## config.mk

```make
export PLATFORM = sky130hd
export DESIGN_NAME = s_term_ram_io_loopback_bist
export DESIGN_NICKNAME = d
export VERILOG_FILES = /design/src/rtl/s_term_ram_io_pkg.sv /design/src/rtl/s_term_ram_io_loopback_bist_lfsr.sv /design/src/rtl/s_term_ram_io_loopback_bist.sv
export SDC_FILE = /design/constraint.sdc
export NUM_CORES = 1
export LEC_CHECK = 0
export CORE_MARGIN = 4
export CORE_UTILIZATION = 58
export DETAILED_ROUTE_END_ITERATION = 10
export PLACE_DENSITY = 0.85
export SETUP_SLACK_MARGIN = 0.5
export SLEW_MARGIN = 20
export SYNTH_ARGS = -nofsm -noshare
export SYNTH_HDL_FRONTEND = slang
export SYNTH_SLANG_ARGS = --single-unit
```

## constraint.sdc

```tcl
create_clock -name UserCLK -period 4.9 [get_ports UserCLK]
set_clock_uncertainty 0.2 [all_clocks]
set_input_delay 0.98 -clock UserCLK [delete_from_list [all_inputs] [get_ports UserCLK]]
set_output_delay 0.98 -clock UserCLK [all_outputs]
set_load 0.01 [all_outputs]
```

## src/rtl/s_term_ram_io_pkg.sv

```systemverilog
// Shared types, constants and helpers for the RAM_IO south-edge terminal.
// Holds the mode/state encodings, the LFSR taps and the wire reversal map.
package s_term_ram_io_pkg;

    localparam int unsigned WIRE_W = 36;
    localparam int unsigned TAP_HI = 35;
    localparam int unsigned TAP_LO = 24;
    localparam logic [WIRE_W-1:0] DEFAULT_SEED = 36'h0_0000_0001;

    typedef enum logic [1:0] {
        MODE_BYPASS  = 2'd0,
        MODE_REG     = 2'd1,
        MODE_PATTERN = 2'd2
    } mode_e;

    typedef enum logic [1:0] {
        ST_IDLE = 2'd0,
        ST_RUN  = 2'd1,
        ST_DONE = 2'd2
    } state_e;

    // Fibonacci x^36+x^25+1 step; xor_en folds din in for MISR use.
    function automatic logic [WIRE_W-1:0] lfsr_step(input logic [WIRE_W-1:0] q,
                                                    input logic [WIRE_W-1:0] din,
                                                    input logic              xor_en);
        logic [WIRE_W-1:0] nxt;
        nxt = {q[WIRE_W-2:0], q[TAP_HI] ^ q[TAP_LO]};
        if (xor_en) begin
            nxt = nxt ^ din;
        end
        return nxt;
    endfunction

    // Reverse bit order inside each wire group of {S4,S2END,S2MID,S1}.
    function automatic logic [WIRE_W-1:0] rev_map(input logic [WIRE_W-1:0] v);
        logic [WIRE_W-1:0] r;
        r = '0;
        for (int unsigned i = 0; i < 4; i++) begin
            r[i] = v[3-i];
        end
        for (int unsigned i = 0; i < 8; i++) begin
            r[4+i]  = v[11-i];
            r[12+i] = v[19-i];
        end
        for (int unsigned i = 0; i < 16; i++) begin
            r[20+i] = v[35-i];
        end
        return r;
    endfunction

endpackage

```

## src/rtl/s_term_ram_io_loopback_bist_lfsr.sv

```systemverilog
// 36-bit shift register used both as pattern generator (xor_en=0) and MISR (xor_en=1).
module term_lfsr36
    import s_term_ram_io_pkg::*;
#(
    parameter logic [WIRE_W-1:0] INIT = '0
) (
    input  logic              clk,
    input  logic              rst_n,
    input  logic              load,
    input  logic              en,
    input  logic [WIRE_W-1:0] data_in,
    input  logic              xor_en,
    output logic [WIRE_W-1:0] q
);

    always_ff @(posedge clk or negedge rst_n) begin
        if (!rst_n) begin
            q <= INIT;
        end else if (load) begin
            q <= INIT;
        end else if (en) begin
            q <= lfsr_step(q, data_in, xor_en);
        end
    end

endmodule

```

## src/rtl/s_term_ram_io_loopback_bist.sv

```systemverilog
// South-edge RAM_IO terminal: reversed loopback of S*END onto N*BEG with an
// optional register stage and an LFSR/MISR continuity test of the vertical wires.
module s_term_ram_io_loopback_bist
    import s_term_ram_io_pkg::*;
#(
    parameter int unsigned       TEST_LEN = 256,
    parameter int unsigned       LOOP_LAT = 2,
    parameter logic [WIRE_W-1:0] SEED     = DEFAULT_SEED
) (
    input  logic        UserCLK,
    input  logic        rst_n,
    input  logic [3:0]  S1END,
    input  logic [7:0]  S2MID,
    input  logic [7:0]  S2END,
    input  logic [15:0] S4END,
    output logic [3:0]  N1BEG,
    output logic [7:0]  N2BEG,
    output logic [7:0]  N2BEGb,
    output logic [15:0] N4BEG,
    input  logic [1:0]  mode,
    input  logic        start,
    output logic        busy,
    output logic        done,
    output logic [35:0] signature
);

    localparam logic [16:0] LEN     = 17'(TEST_LEN);
    localparam logic [16:0] LAT     = 17'(LOOP_LAT);
    localparam logic [16:0] LAST_CY = 17'(TEST_LEN + LOOP_LAT - 1);

    logic [WIRE_W-1:0] in_vec, rev_in, out_vec;
    logic [WIRE_W-1:0] loop_q, gen_q, misr_q;
    logic [WIRE_W-1:0] sig_q, sig_d;
    logic [16:0]       cnt_q, cnt_d;
    state_e            state_q, state_d;
    logic              done_q, done_d;
    logic              pattern_mode, in_run, launch, gen_en, cap_en, last_cy;

    assign in_vec = {S4END, S2END, S2MID, S1END};
    assign rev_in = rev_map(in_vec);

    always_ff @(posedge UserCLK or negedge rst_n) begin
        if (!rst_n) begin
            loop_q <= '0;
        end else begin
            loop_q <= rev_in;
        end
    end

    always_comb begin
        pattern_mode = (mode == MODE_PATTERN);
        in_run       = (state_q == ST_RUN);
        launch       = pattern_mode && start && (state_q != ST_RUN);
        gen_en       = in_run && (cnt_q < LEN);
        cap_en       = in_run && (cnt_q >= LAT) && (cnt_q <= LAST_CY);
        last_cy      = in_run && (cnt_q == LAST_CY);
    end

    term_lfsr36 #(.INIT(SEED)) u_gen (
        .clk     (UserCLK),
        .rst_n   (rst_n),
        .load    (launch),
        .en      (gen_en),
        .data_in ('0),
        .xor_en  (1'b0),
        .q       (gen_q)
    );

    term_lfsr36 #(.INIT('0)) u_misr (
        .clk     (UserCLK),
        .rst_n   (rst_n),
        .load    (launch),
        .en      (cap_en),
        .data_in (in_vec),
        .xor_en  (1'b1),
        .q       (misr_q)
    );

    always_ff @(posedge UserCLK or negedge rst_n) begin
        if (!rst_n) begin
            state_q <= ST_IDLE;
            cnt_q   <= '0;
            done_q  <= 1'b0;
            sig_q   <= '0;
        end else begin
            state_q <= state_d;
            cnt_q   <= cnt_d;
            done_q  <= done_d;
            sig_q   <= sig_d;
        end
    end

    always_comb begin
        state_d = state_q;
        cnt_d   = cnt_q;
        done_d  = done_q;
        sig_d   = sig_q;
        case (state_q)
            ST_IDLE, ST_DONE: begin
                if (launch) begin
                    state_d = ST_RUN;
                    cnt_d   = '0;
                    done_d  = 1'b0;
                end else if (!pattern_mode) begin
                    state_d = ST_IDLE;
                end
            end
            ST_RUN: begin
                if (!pattern_mode) begin
                    state_d = ST_IDLE;
                end else begin
                    cnt_d = cnt_q + 17'd1;
                    if (last_cy) begin
                        // Signature must include the capture made on this same edge.
                        state_d = ST_DONE;
                        done_d  = 1'b1;
                        sig_d   = lfsr_step(misr_q, in_vec, 1'b1);
                    end
                end
            end
            default: state_d = ST_IDLE;
        endcase
    end

    always_comb begin
        case (mode)
            MODE_REG:     out_vec = loop_q;
            MODE_PATTERN: out_vec = gen_en ? rev_map(gen_q) : '0;
            default:      out_vec = rev_in;
        endcase
    end

    assign N1BEG     = out_vec[3:0];
    assign N2BEG     = out_vec[11:4];
    assign N2BEGb    = out_vec[19:12];
    assign N4BEG     = out_vec[35:20];
    assign busy      = in_run;
    assign done      = done_q;
    assign signature = sig_q;

endmodule

```

Run 1, the metal 3 layer:
Scale: 2 px per um.
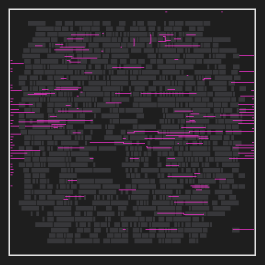
wire length on this layer: 962 um
nets with wire on the layer: 102
main direction: horizontal

Run 1, register map, names as in the netlist:
Scale: 3 px per um. Other sequential cells in the stronger grey, the rest of the logic in the fainter grey.
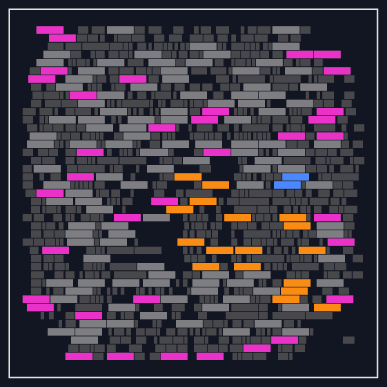
legend:
  `state_q`:
    colour: blue
    sequential_cells: 2
  `cnt_q`:
    colour: orange
    sequential_cells: 17
  `signature`:
    colour: magenta
    sequential_cells: 36
    where: spread over the die
not coloured: 109

==> results.txt, run 1 <==
Notes on the physical design

The flow ran to the end, and the final reports show no timing, DRC or antenna violations. The number of setup violations in the final report is 0. The largest individual stage delay along the critical path comes from the cell clkdlybuf4s50_1.

The clock period could shrink to 4.397 ns. The clock tree has to reach 164 sinks. According to the timing report, the data required time at the worst endpoint equals 3.72 ns. The OpenROAD report gives the critical path a data arrival time of 3.22 ns. The fraction of the yosys area taken by sequential cells is 54.20%. The placed instance area is 8795 um2. The endpoint of the worst hold path is reported as signature[20]. The setup slack on the worst flop-to-flop path is 1.99 ns. The internal cell power is 2.476 mW. Along the critical path, the tally of buffer and inverter instances is 5. The simple-gate portion of the synthesized area is 11.17%.

Global routing consumed, over all layers together, 26.45% of the routing resources. For met2 alone, demand over resource in global routing was 43.59%. STA classifies the critical path startpoint as a primary input. The number of max-capacitance violations reported is 0. Per the layout area report, the combinational gate area comes to 3002 um2.

The sequential standard cell area is 4105 um2. The first global-routing pass estimated 30.69 mm of wire. The residual DRC count is 0. The timing report lists the critical path depth as 10 cells. The number of global-route vias before repair is 6021. The last element of the critical path is N4BEG[10].

The most numerous cell type found on the critical path is clkdlybuf4s50_1. The signal on the critical path passes through clkdlybuf4s50_1 -> inv_1 -> ha_4 -> nand3b_1 -> nor4_4 -> buf_4 -> buf_6 -> a221oi_1 -> a21oi_1 -> clkdlybuf4s50_1. The count of library flops with an enable pin is 0. The worst hold slack is 0.3105 ns. The worst hold path begins at signature[20].

From synthesis to final layout, the design area changed by 25.72%. The upper clock frequency limit is 227.4 MHz. The combinational family with the most area after synthesis is AND-OR/OR-AND gates.

The share of flip-flops with an asynchronous set or reset after synthesis is 100.0%. The max-slew violation total from the final report is 0. Of the total synthesized cell area, the portion taken by XOR and XNOR cells is 4.857%.

The number of nets handed over by synthesis was 760. The post-detailed-placement half-perimeter wirelength is 11.78 mm. The number of buffers inserted by hold repair at cts is 0. The tally of clock buffers in the finished layout is 22. The maximum number of pins on one net before global-route repair is 104.

Per the detail_route log, met3 wirelength is 961 um. The global routing stage identified its most utilized layer as met2. The DRC marker count from the first detailed-route iteration is 508. The initial standard-cell utilization of the core is 59.53%.

Along the worst hold path, the cell count comes to 1. The clock network area share is 6.137%. Multi-input gates account for 31.52% of the area. TritonCTS built the clock tree.

The commonest non-fill, non-tap cell in the layout is dfrtp_1. The remaining antenna violation count is 0. The finished cells cover 9522 um2. The origin of the worst setup path is mode[0]. STA lists the endpoint of the worst register-to-register path as signature[19]. Per the detail_route report, the via count comes to 5822. The top cell types in the final layout, fill and taps aside, are 163 x dfrtp_1, 133 x nand2_1, 78 x clkdlybuf4s50_1.

Looking at the setup timing report, the critical path kind is primary input to output pin. In this run, power in the clock network comes to 1.36 mW. The measured slew at the worst slew-check pin is 1.058 ns.

Along the worst path, the maximum fanout reaches 11. The final power report lists total power as 3.273 mW. The detailed-router iteration count before antenna repair is 5. The netlist area before placement is 7574 um2. The stage-log warning count is 32. Summed over all failing endpoints, the final setup total negative slack is 0 ns. The number of buffers created by CTS is 17. The die area is 14950 um2.
Run 1, cell classes on the final placement:
Scale: 4 px per um.
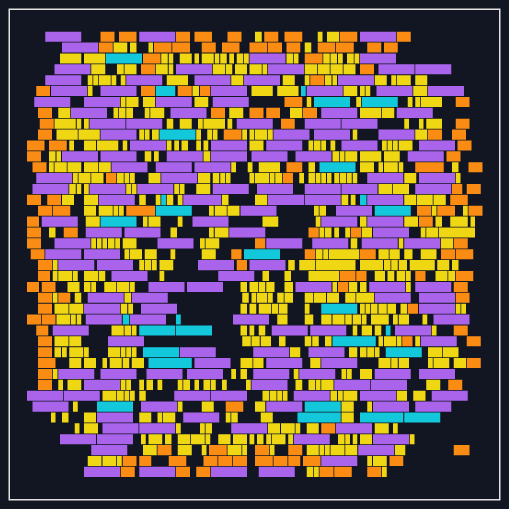
legend:
  all other logic:
    colour: yellow
    cells: 504
    share_of_their_area: 35%
  other buffers and delay cells:
    colour: orange
    cells: 134
    share_of_their_area: 15%
  flip-flops:
    colour: purple
    cells: 164
    share_of_their_area: 44%
  clock drivers and dummy loads:
    colour: cyan
    cells: 28
    share_of_their_area: 6.3%

Run 1, cell outlines without signal wires:
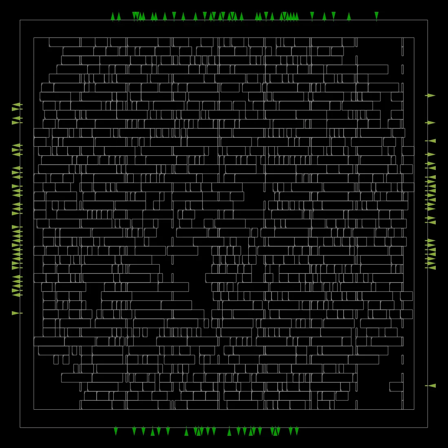
post-layout util: 74.84%
TAP cells: 172
FILL cells: 866
Seq area share: 43.11%
Flops: 164

run 1: Yosys cell counts (all sizes together), types with 2 or more instances:
library cell | instances | area [um2]
or4 | 9 | 75.07
xor2 | 24 | 210.2
or3 | 5 | 31.28
nand3 | 7 | 35.03
mux2 | 21 | 289.0
nand2b | 3 | 18.77
mux2i | 52 | 520.5
o31ai | 5 | 37.54
nor3 | 4 | 25.02
dfrtp | 163 | 4079
o21ai | 47 | 235.2
xnor2 | 18 | 157.7
a221oi | 36 | 315.3
nor4 | 5 | 61.31
and2 | 2 | 12.52
nor2 | 8 | 30.03
ha | 4 | 50.05
nand2 | 133 | 499.2
a21oi | 45 | 225.2
clkbuf | 31 | 116.4
inv | 60 | 225.2
buf | 16 | 156.4
nand4 | 3 | 18.77
Run 1, cells by drive strength:
Scale: 3 px per um.
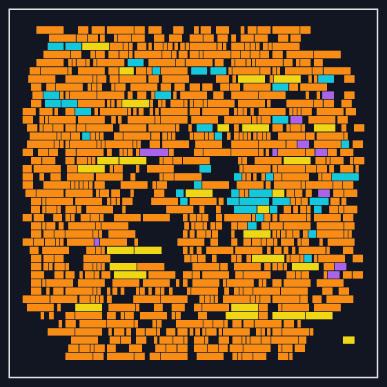

--- run 2 (diff from run 1) ---
--- a/config.mk
+++ b/config.mk
@@ -7,8 +7,10 @@
 export LEC_CHECK = 0
 export CORE_MARGIN = 4
 export CORE_UTILIZATION = 58
+export CTS_CLUSTER_DIAMETER = 120
 export DETAILED_ROUTE_END_ITERATION = 10
 export PLACE_DENSITY = 0.85
+export REMOVE_ABC_BUFFERS = 1
 export SETUP_SLACK_MARGIN = 0.5
 export SLEW_MARGIN = 20
 export SYNTH_ARGS = -nofsm -noshare
Run 2, cells by drive strength:
Scale: 3 px per um.
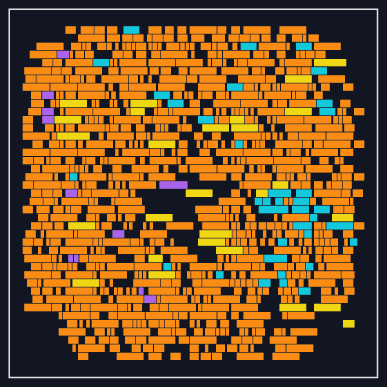
legend:
  drive 3 to 4:
    colour: cyan
    cells: 36
  drive 2:
    colour: purple
    cells: 11
  drive 6 and up:
    colour: yellow
    cells: 27
  drive 1 or less:
    colour: orange
    cells: 752
layout overhead on the synthesized area: 24.43%
final design area excluding fillers: 9424 um2
total of plain and repair buffers excluding clock buffers: 127

==> run 2 against run 1 <==
  * Largest cell class unchanged
  * First-iteration DRC count up 8.3%
  * Critical path type unchanged
  * Register-to-register slack gained 0.02 ns
  * Die size is the same
  * Cell count shrank 0.40%
  * Clock power is essentially flat
  * Final area down 1.0%
==> results.txt, run 2 <==
Notes on the physical design

The worst path required time is 3.72 ns. The worst register-to-register path ends at signature[16]. The report shows a maximum critical-path fanout of 20.

The time the final worst path needs with I/O delays and setup is 4.207 ns. The post-detailed-placement half-perimeter wirelength is 11.17 mm. The count of yosys warnings during synthesis is 0. The relative slew slack is 29.03%. After filler insertion, the fill cell instance count of the layout stands at 900. In the final design database the tool counted 859 nets.

The measured slew at the worst slew-check pin is 1.065 ns. The switching fraction of total power is 24.76%. The placed instances occupy a cell area of 8767 um2. The last element of the critical path is N2BEGb[1]. The met2 usage is 41.74%. The count of library flops with an enable pin is 0.

The routed length on met1 is 7.594 mm. Counting the buffers created by CTS gives 17. Counting pins that exceed their max-slew limit in the final report gives 0. The number of clock sinks came to 164. The upper clock frequency limit is 237.7 MHz. The floorplan row count is 41.

The DRC marker count from the first detailed-route iteration is 550. The number of buffers inserted by hold repair at cts is 0. The number of setup violations in the final report is 0. Summing the areas of all compound-gate instances in the mapped netlist gives 11.85% of the synthesized area.

The core region is 12720 um2. The number of global-route vias before repair came to 5896. The maximum number of buffers from clock root to sink is 2.

The depth of the most critical reg-to-reg path is 5. Global route summary, busiest routing layer listed as met2. Clock-pin slew was measured on the worst setup and hold paths at 0.06 ns.

The number of max-capacitance violations reported is 0. Of the post-synthesis cell area, the dominant cell type holds 53.86%. The most critical setup path has its startpoint at mode[0]. Grouping non-sequential cells by family puts the most area in AND-OR/OR-AND gates. Among all stages on the critical path, the maximum delay recorded is 0.50 ns. The first global-routing pass estimated 29.12 mm of wire. The post-route utilization of the core is recorded as 74.08%. Yosys instantiated no cell more often than dfrtp_1.

Power spread over the standard cell area amounts to 345.6 nW/um2. The detailed-router iteration count before antenna repair is 5. The area fraction in xor and xnor cells is 4.857%. The final global-route overflow total is 0.

The worst hold slack is 0.3142 ns. Leaving out filler cells and counting taps, the final layout contains 998. Power attributed to the clock group is 1.35 mW. The remaining antenna violation count is 0.

Per the cell usage report, the commonest logic cell in the layout is dfrtp_1. The setup slack at placement is 0.2450 ns. Routability-driven placement finished with a final weighted congestion of 0.8195.

The combinational cell fraction of total power is 12.8%. The maximum number of pins on one net before global-route repair is 105. The type of destination of the critical path is an output pin. The setup slack on the worst flop-to-flop path is 2.01 ns. The multiplexer area fraction after synthesis is 10.69%. In the floorplan report the effective utilization is 59.53%.

The root buffer cell chosen for the clock tree is clkbuf_16. The number of instances in the placed design is 964. The post-synthesis chip area from yosys is 7574 um2.

Power attributed to sequential cells is 1.49 mW. The vertical extent of the die is 122.3 um. By area the synthesized netlist is led by dfrtp_1 54%, mux2i_1 6.9%, nand2_1 6.6%. The share of total power dissipated in the clock network is 41.5%. The floorplan step defined a die boundary enclosing 14950 um2. The overall routed net length is 18.08 mm. The top flip-flop cell by instance count after synthesis is dfrtp_1. The count of mapped cells out of synthesis is 715. The netlist area before placement is 7574 um2. The per-cell routed wire length is 18.11 um. The startpoint of the worst hold path is u_gen.q[8]. The biggest power consumer among the groups is sequential cells. Across every metal layer, demand over resource in global routing totals 24.66%. Looking at the power breakdown, sequential logic takes 45.7% of the total. The overall power of the completed layout is 3.257 mW. 0 antenna diodes ended up in the layout.

Of all flip-flops after synthesis, the portion carrying an async set or reset was 100.0%. The top cell types in the final layout, fill and taps aside, are 163 x dfrtp_1, 133 x nand2_1, 77 x clkdlybuf4s50_1. The final timing summary puts the cycle share of the worst path at 85.87%. Setup repair after global routing left no endpoint under its margin. Per the synth log, the flip-flop and latch total comes to 164.

The flow ran to the end, and the final reports show no timing, DRC or antenna violations. The worst min-delay path endpoint is u_gen.q[9]. Per report_power, the Combinational row totals 416 uW.

The kind of critical path is primary input to output pin. For this design the top-level I/O count stands at 115. The yosys cell count is 715.

The met3 global-route usage is 5.530%. The total negative slack for setup checks is 0 ns. The internal cell power is 2.451 mW. The critical path in the final layout is reported with a setup slack of 0.6926 ns.

The clock tree from TritonCTS is yes. In the final layout, flip-flops and latches occupy 4105 um2. The startpoint type of the worst setup path is a primary input. In the detailed route, the total length drawn on met3 is 862 um. The synthesized netlist contains 47 unique library cells. The fraction of layout cells with a size suffix above 1 is 8.959%.

Per STA, the worst path is made up of clkdlybuf4s50_1 -> inv_1 -> ha_4 -> nand3b_1 -> nor4_4 -> buf_4 -> buf_8 -> a221oi_1 -> a21oi_1 -> dlygate4sd2_1. The count of H-tree levels built during CTS is 4. Per the STA report, the cell with the highest stage delay on the worst path is clkdlybuf4s50_1.

Leaving out buffers and inverters, the combinational logic in the layout accounts for 3002 um2. The fraction of the yosys area taken by sequential cells is 54.20%. Endpoints failing hold in the final report were tallied at 0.

The total via count in the routed design is 5789. The residual DRC count is 0. The source-to-sink clock delay at the later pin of the worst-skew pair is 0.41 ns. The length of routed met2 wiring is 9.373 mm. The arrival time reported for the critical path endpoint is 3.03 ns. Per the power-grid run, VDD falls by no more than 0.2466 mV.

In this run the top signal layer used is met4. The commonest cells after synthesis are 163 x dfrtp_1, 133 x nand2_1, 60 x inv_1. The stage-log warning count is 30. The number of instances on the worst hold path is 2. The simple-gate portion of the synthesized area is 11.17%. The cell accounting for the most synthesized area is dfrtp_1. The horizontal die dimension is 122.3 um. The reg-to-reg critical path startpoint is cnt_q[11].
## run 2: cell counts after synthesis
No cell type changed its count.
## run 2: what timing repair did
action                                  CTS  global route
cloned                                    1             0
resized                                  26            15
endpoints found under the setup margin   36            15
buffers inserted                          2             0
## run 2: layout make-up
class	count	share of cell area, %
Sequential cell	164	43.56
Multi-Input combinational cell	444	31.85
Timing Repair Buffer	127	13.53
Clock buffer	22	5.032
Inverter	60	2.390
Tap cell	172	2.284
Clock inverter	9	1.354
## run 2: critical path: cells and delay by family
kind,cells,cell delay [ns]
AOI/OAI and AO/OA,2,0.40
adders and majority gates,1,0.19
buffers and inverters,5,1.22
and+or+nand+nor,2,0.22
--- run 3 (diff from run 2) ---
--- a/config.mk
+++ b/config.mk
@@ -12,6 +12,7 @@
 export PLACE_DENSITY = 0.85
 export REMOVE_ABC_BUFFERS = 1
 export SETUP_SLACK_MARGIN = 0.5
+export SKIP_LAST_GASP = 1
 export SLEW_MARGIN = 20
 export SYNTH_ARGS = -nofsm -noshare
 export SYNTH_HDL_FRONTEND = slang
Run 3, cells by drive strength:
Scale: 3 px per um.
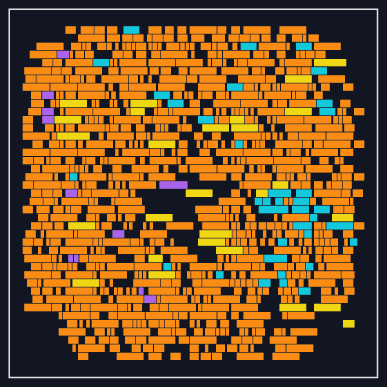
legend:
  drive 1 or less:
    colour: orange
    cells: 752
  drive 3 to 4:
    colour: cyan
    cells: 36
  drive 2:
    colour: purple
    cells: 11
  drive 6 and up:
    colour: yellow
    cells: 27

==> run 3 against run 2 <==
  * Hold slack stayed put
  * Count of clock-buffer cells in the layout stayed put
  * Clock power hardly changed
  * Largest power group unchanged
  * Highest routed layer unchanged
==> results.txt, run 3 <==
Notes on the physical design

The run finished with clean final reports. The clock-pin slew reported for the worst setup and hold paths after clock tree synthesis is 0.06 ns. Per the synth stats, the proportion of register bits with asynchronous set or reset is 100.0%. The biggest slice of the total power is consumed by sequential cells. For met3 alone, demand over resource in global routing was 5.530%. The critical path goes through clkdlybuf4s50_1 -> inv_1 -> ha_4 -> nand3b_1 -> nor4_4 -> buf_4 -> buf_8 -> a221oi_1 -> a21oi_1 -> dlygate4sd2_1.

The post-route utilization of the core is recorded as 74.08%. In the synthesized netlist, the number of instances is 715. Sorting the synthesized cells by how often they occur yields 163 x dfrtp_1, 133 x nand2_1, 60 x inv_1. Per the breakdown, switching nets consume 24.76% of all power. The horizontal die dimension is 122.3 um. The share of the clock period used by the worst path after layout is 85.87%. Per the final layout report, the fraction of cells sized above drive strength 1 comes to 8.959%.

The root buffer cell chosen for the clock tree is clkbuf_16. The area growth from synthesis to layout is 24.43%. The simple-gate portion of the synthesized area is 11.17%. The measured slew at the worst slew-check pin is 1.065 ns. The fraction of the yosys area taken by sequential cells is 54.20%. The maximum number of buffers from clock root to sink is 2. In this run, placement finished with an instance count of 964. The initial standard-cell utilization of the core is 59.53%. STA puts the critical path data required time at 3.72 ns.

Per the gpl log, the routability congestion estimate is 0.8195. The power in the clock group is 1.35 mW. In this run, the synthesized area fraction spent on AND-OR/OR-AND gates is recorded as 11.85%. For this run, the script counts the antenna cells in the layout as 0. The overall track demand over capacity in global routing is 24.66%. Detailed placement ended at an HPWL of 11.17 mm. Yosys reports that the leading cell type by area covers 53.86% of the netlist area. The post-synthesis chip area from yosys is 7574 um2.

The number of max-capacitance violations reported is 0. The setup slack at placement is 0.2450 ns. The finished cells cover 9424 um2.

The clock share of power is 41.5%. The time the final worst path needs with I/O delays and setup is 4.207 ns. After layout, the design draws a total of 3.257 mW. The multiplexer area fraction after synthesis is 10.69%. The count of library flops with an enable pin is 0.

The maximum number of pins on one net before global-route repair is 105. The worst path buffer plus inverter count is 5. The count of buffers added on input and output ports is 114. For reference, the most critical setup path is categorized as primary input to output pin. The report lists the power per cell area as 345.6 nW/um2. The vertical extent of the die is 122.3 um. The number of ports placed on the die boundary is 115. The stage-log warning count is 30. The combinational cell fraction of total power is 12.8%. The number of synthesized register bits is 164. The DRC marker count from the first detailed-route iteration is 550. The end of the worst register-to-register path is signature[16]. The internal cell power is 2.451 mW. The worst setup slack after layout is 0.6926 ns. The type of destination of the critical path is an output pin. The number of global-route vias before repair is 5896. The clock tree from TritonCTS is yes.

The startpoint type of the worst setup path is a primary input. The final cell count without fillers is 998. The source-to-sink clock delay at the later pin of the worst-skew pair is 0.41 ns. The origin of the worst setup path is mode[0]. The path with the worst hold slack has its endpoint at u_gen.q[9]. The count of H-tree levels built during CTS is 4. The startpoint identified for the worst hold timing path is u_gen.q[8]. Of the total synthesized cell area, the portion taken by XOR and XNOR cells is 4.857%.

The distinct cell type count of the synthesized netlist is 47. Wire segments on met2 add up to 9.373 mm in the final route. The average vias per placed instance is 5.801. The total via count in the routed design is 5789. In the final report, the number of pins over their slew limit comes to 0.

The placed instance area is 8767 um2. The final global-route overflow total is 0. The die area is 14950 um2. The total negative slack for setup checks is 0 ns. Setup repair after global routing left no endpoint under its margin.

The peak supply drop is 0.2466 mV. The synthesis report lists the most area-consuming cells as dfrtp_1 54%, mux2i_1 6.9%, nand2_1 6.6%. Summed over all instances, the cell type with the most area after synthesis is dfrtp_1. The last timing report of the flow puts the setup violation total at 0.

The met3 wire length is 862 um. The setup slack on the worst flop-to-flop path is 2.01 ns. The routed design shows a wire length per standard cell of 18.11 um. The met1 track utilization from global routing is 31.65%.

The placeable core area is 12720 um2. The commonest non-fill, non-tap cell in the layout is dfrtp_1. Yosys stat counts 715 cells in the synthesized netlist. The overall routed net length is 18.08 mm. The synthesis stats list as the most numerous cell dfrtp_1. Global routing used 41.74% of the available met2 tracks. The synthesis report names the predominant flop master as dfrtp_1. Per the timing report, the biggest fanout along the worst path comes to 20. Ranking logic cells in the layout by count gives the top entries 163 x dfrtp_1, 133 x nand2_1, 77 x clkdlybuf4s50_1. The residual DRC count is 0.

In this design, the stage delay of the slowest critical-path cell is 0.50 ns. The arrival time reported for the critical path endpoint is 3.03 ns. The cell type group with the largest total delay on the critical path is buffers and inverters. The number of cells on the worst reg-to-reg path is 5. The number of logic stages on the critical path including buffering is 10. Signal routing reaches up to met4. The sequential group share of total power is 45.7%. The number of instances on the worst hold path is 2.

The reported combinational group power is 416 uW. The first global-routing pass estimated 29.12 mm of wire. The combinational family with the most area after synthesis is AND-OR/OR-AND gates. The final hold violation count recorded for this run is 0.

The detailed-router iteration count before antenna repair is 5. For reference, the placement row count at floorplan is 41. The clock net in this run drives a total of 164 sinks.

The critical path ends at N2BEGb[1]. Per the timing report, the achievable frequency comes out to 237.7 MHz. The highest-utilization routing layer at the global route stage is met2. The count of yosys warnings during synthesis is 0. Once detail routing completed, the nets flagged for antenna violations numbered 0. At the end of the flow, the number of nets in the layout was 859.

The sequential group power is 1.49 mW. The worst hold slack is 0.3142 ns. The relative slew slack is 29.03%. The synthesized netlist occupies a cell area of 7574 um2.

The routed wirelength on the met1 layer is recorded as 7.594 mm. The reg-to-reg critical path startpoint is cnt_q[11].
==> run 3: cell counts in the layout (fill, tap and decap cells not counted) <==
No cell type changed its count.
==> run 3: worst min-delay path: cells and delay by family (launching register included) <==
family             cells  cell delay [ns]
AOI/OAI and AO/OA      1             0.06
DFF                    1             0.37
and+or+nand+nor        1             0.05
==> run 3: what timing repair did <==
action                                  4_1_cts  5_1_grt
hold endpoints to repair                      0        0
hold buffers                                  0        0
endpoints found under the setup margin       36       15
cloned                                        1        0
buffers inserted                              2        0
resized                                      26       15
==> run 3: layout make-up <==
cell class,instances,area [um2]
Clock inverter,9,127.6
Tap cell,172,215.2
Inverter,60,225.2
Clock buffer,22,474.2
Multi-Input combinational cell,444,3002
Sequential cell,164,4105
Fill cell,900,3298
Timing Repair Buffer,127,1275
No activity file was given, so power comes from the tool's default toggle rates.
